Design uart_rx, sky130hd; sources not shown.
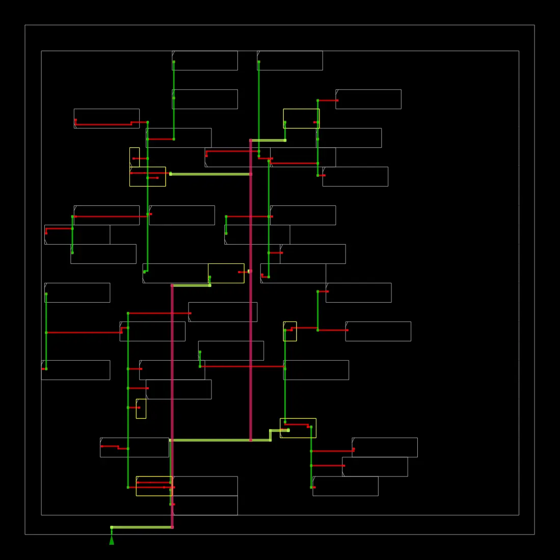
Figure 1: run 1, the clock network.
Seq cells: 35
Clk power: 0.189 mW
clkbuf count: 5
CTS Buf Count: 5
clk latency late pin: 0.28 ns

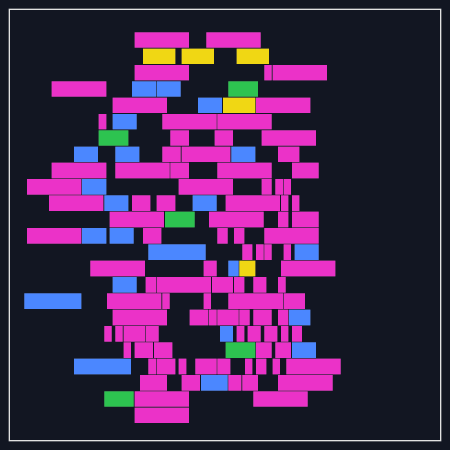
Figure 2: run 1, cells by drive strength.
(6 px per um)
[blue] drive 2 | cells: 22 | share: 17% | most used: mux2_2
[green] drive 6 and up | cells: 5 | share: 3.8% | most used: clkbuf_8
[magenta] drive 1 or less | cells: 98 | share: 75% | most used: dfrtp_1
[yellow] drive 3 to 4 | cells: 5 | share: 3.8% | most used: mux2_4
design area: 1720 um2
area grow syn2layout: 7.50%
Worst Slack Setup Final: 2.56 ns

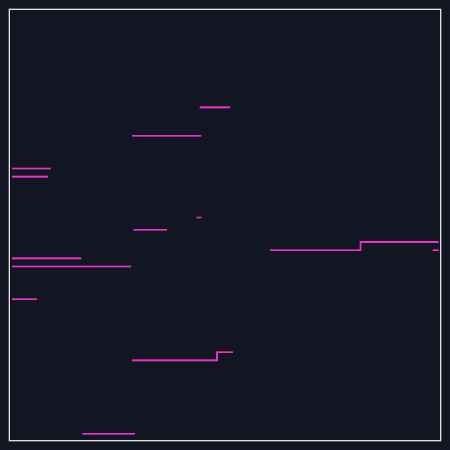
Figure 3: run 1, metal 3.
(6 px per um)
main direction: horizontal
wire length on this layer: 125 um
nets with wire on the layer: 9
longest straight run: 19.6 um
Total Wirelength: 2630 um
GR Util met3: 0.0422

==> results.toml, run 1 <==
# generated from flow reports
[floorplan]
initial_core_util = 0.365
die_area_um2 = 5130
std_cell_rows = 24
dieHeight_um = 71.6

[final_layout]
inv_count = 4
drive_gt1_frac = 0.246
buf_share = 0.00436
num-nonclk-buffers = 1
comb-cell-share = 0.391
logic_area_um2 = 673

[global_route]
first_global_vias = 952
overflow = 0
grt_max_degree = 36

[logic_synthesis]
async_flop_share = 1.00
flop_cell = "dfrtp_1"
synth-edff-count = 0
most_common_cell = "dfrtp_1"
topCellsByArea = "dfrtp_1, mux2_2, dfstp_2, xnor2_1, mux2_4"
synthesis.area_um2 = 1600
ys_seq_frac = 0.549
synth-compound-area-share = 0.0516

[placement]
postPlaceCellArea_um2 = 1640
dp_cells = 174
place_congestion = 0.725
dp_slack_ns = 2.34

[worst_setup_path]
critPathCaptureType = "output pin"
crit_path_max_incr_delay_ns = 0.57
path_max_fanout = 10
rrSetupSlack_ns = 2.73
crit_type = "register to output pin"

[clock_network]
cts_hold_buf = 0
clockRootBuffer = "clkbuf_8"

[final_timing]
max_freq_mhz = 409
setup_viol = 0
rsz0062_at_grt = "false"

[power_and_ir_drop]
p_int_mw = 0.409
switching_power_mw = 0.124
pg_seq_mw = 0.306

[route]
wl_met3_um = 124
drt_iter0_drc = 19

[status]
status = "finished, final reports clean"
Figure 4. Register map, names as in the netlist (run 1).
(4 px per um)
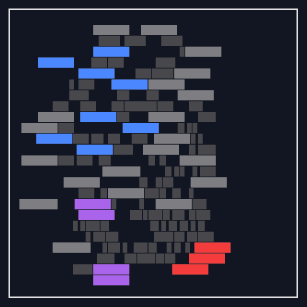

--- run 2 (diff from run 1) ---
Clock period 5 ns to 2 ns, I/O delays scaled along.
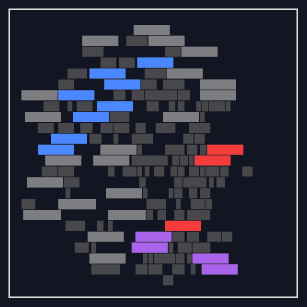
Figure 5: run 2, register map, names as in the netlist.
(4 px per um)
[blue] `r_shift` | placed flops: 8
[purple] `r_cnt` | placed flops: 4 | where: south
[red] `r_state` | placed flops: 3
post-layout util: 0.423
flop share of the area: 0.474
register area: 880 um2

==> results.toml, run 2 <==
# generated from flow reports
[worst_setup_path]
critPathCaptureType = "register"
path_max_fanout = 2
rrSetupSlack_ns = 0.03
crit_type = "register to register"

[route]
drt_wl_total_um = 2670
drt_iter0_drc = 70

[floorplan]
std_cell_rows = 24
die_area_um2 = 5130

[global_route]
met3_usage = 0.0436
grt_max_degree = 36
first_global_vias = 1034

[final_layout]
area_growth_pct = 15.8
inv_count = 4
logic_area_um2 = 713
comb-cell-share = 0.385
buf_share = 0.0540
design.seq.count = 35
drive_gt1_frac = 0.321
clkbuf_count = 5

[logic_synthesis]
ys_seq_frac = 0.549
topCellsByArea = "dfrtp_1, mux2_2, dfstp_2, xnor2_1, mux2_4"
synth-compound-area-share = 0.0516
flop_cell = "dfrtp_1"
synth-edff-count = 0
synthesis.area_um2 = 1600
most_common_cell = "dfrtp_1"

[final_timing]
setup_ws_ns = 0.0344
rsz0062_at_grt = "true"
max_freq_mhz = 509

[placement]
dp_cells = 178
dp_slack_ns = 0.00292

[status]
status = "finished, final reports clean"

[power_and_ir_drop]
p_int_mw = 1.05
p_clk_mw = 0.471
switching_power_mw = 0.328
pg_seq_mw = 0.761

[clock_network]
clock.latency.late_pin_ns = 0.28
No activity file was given, so power comes from the tool's default toggle rates.
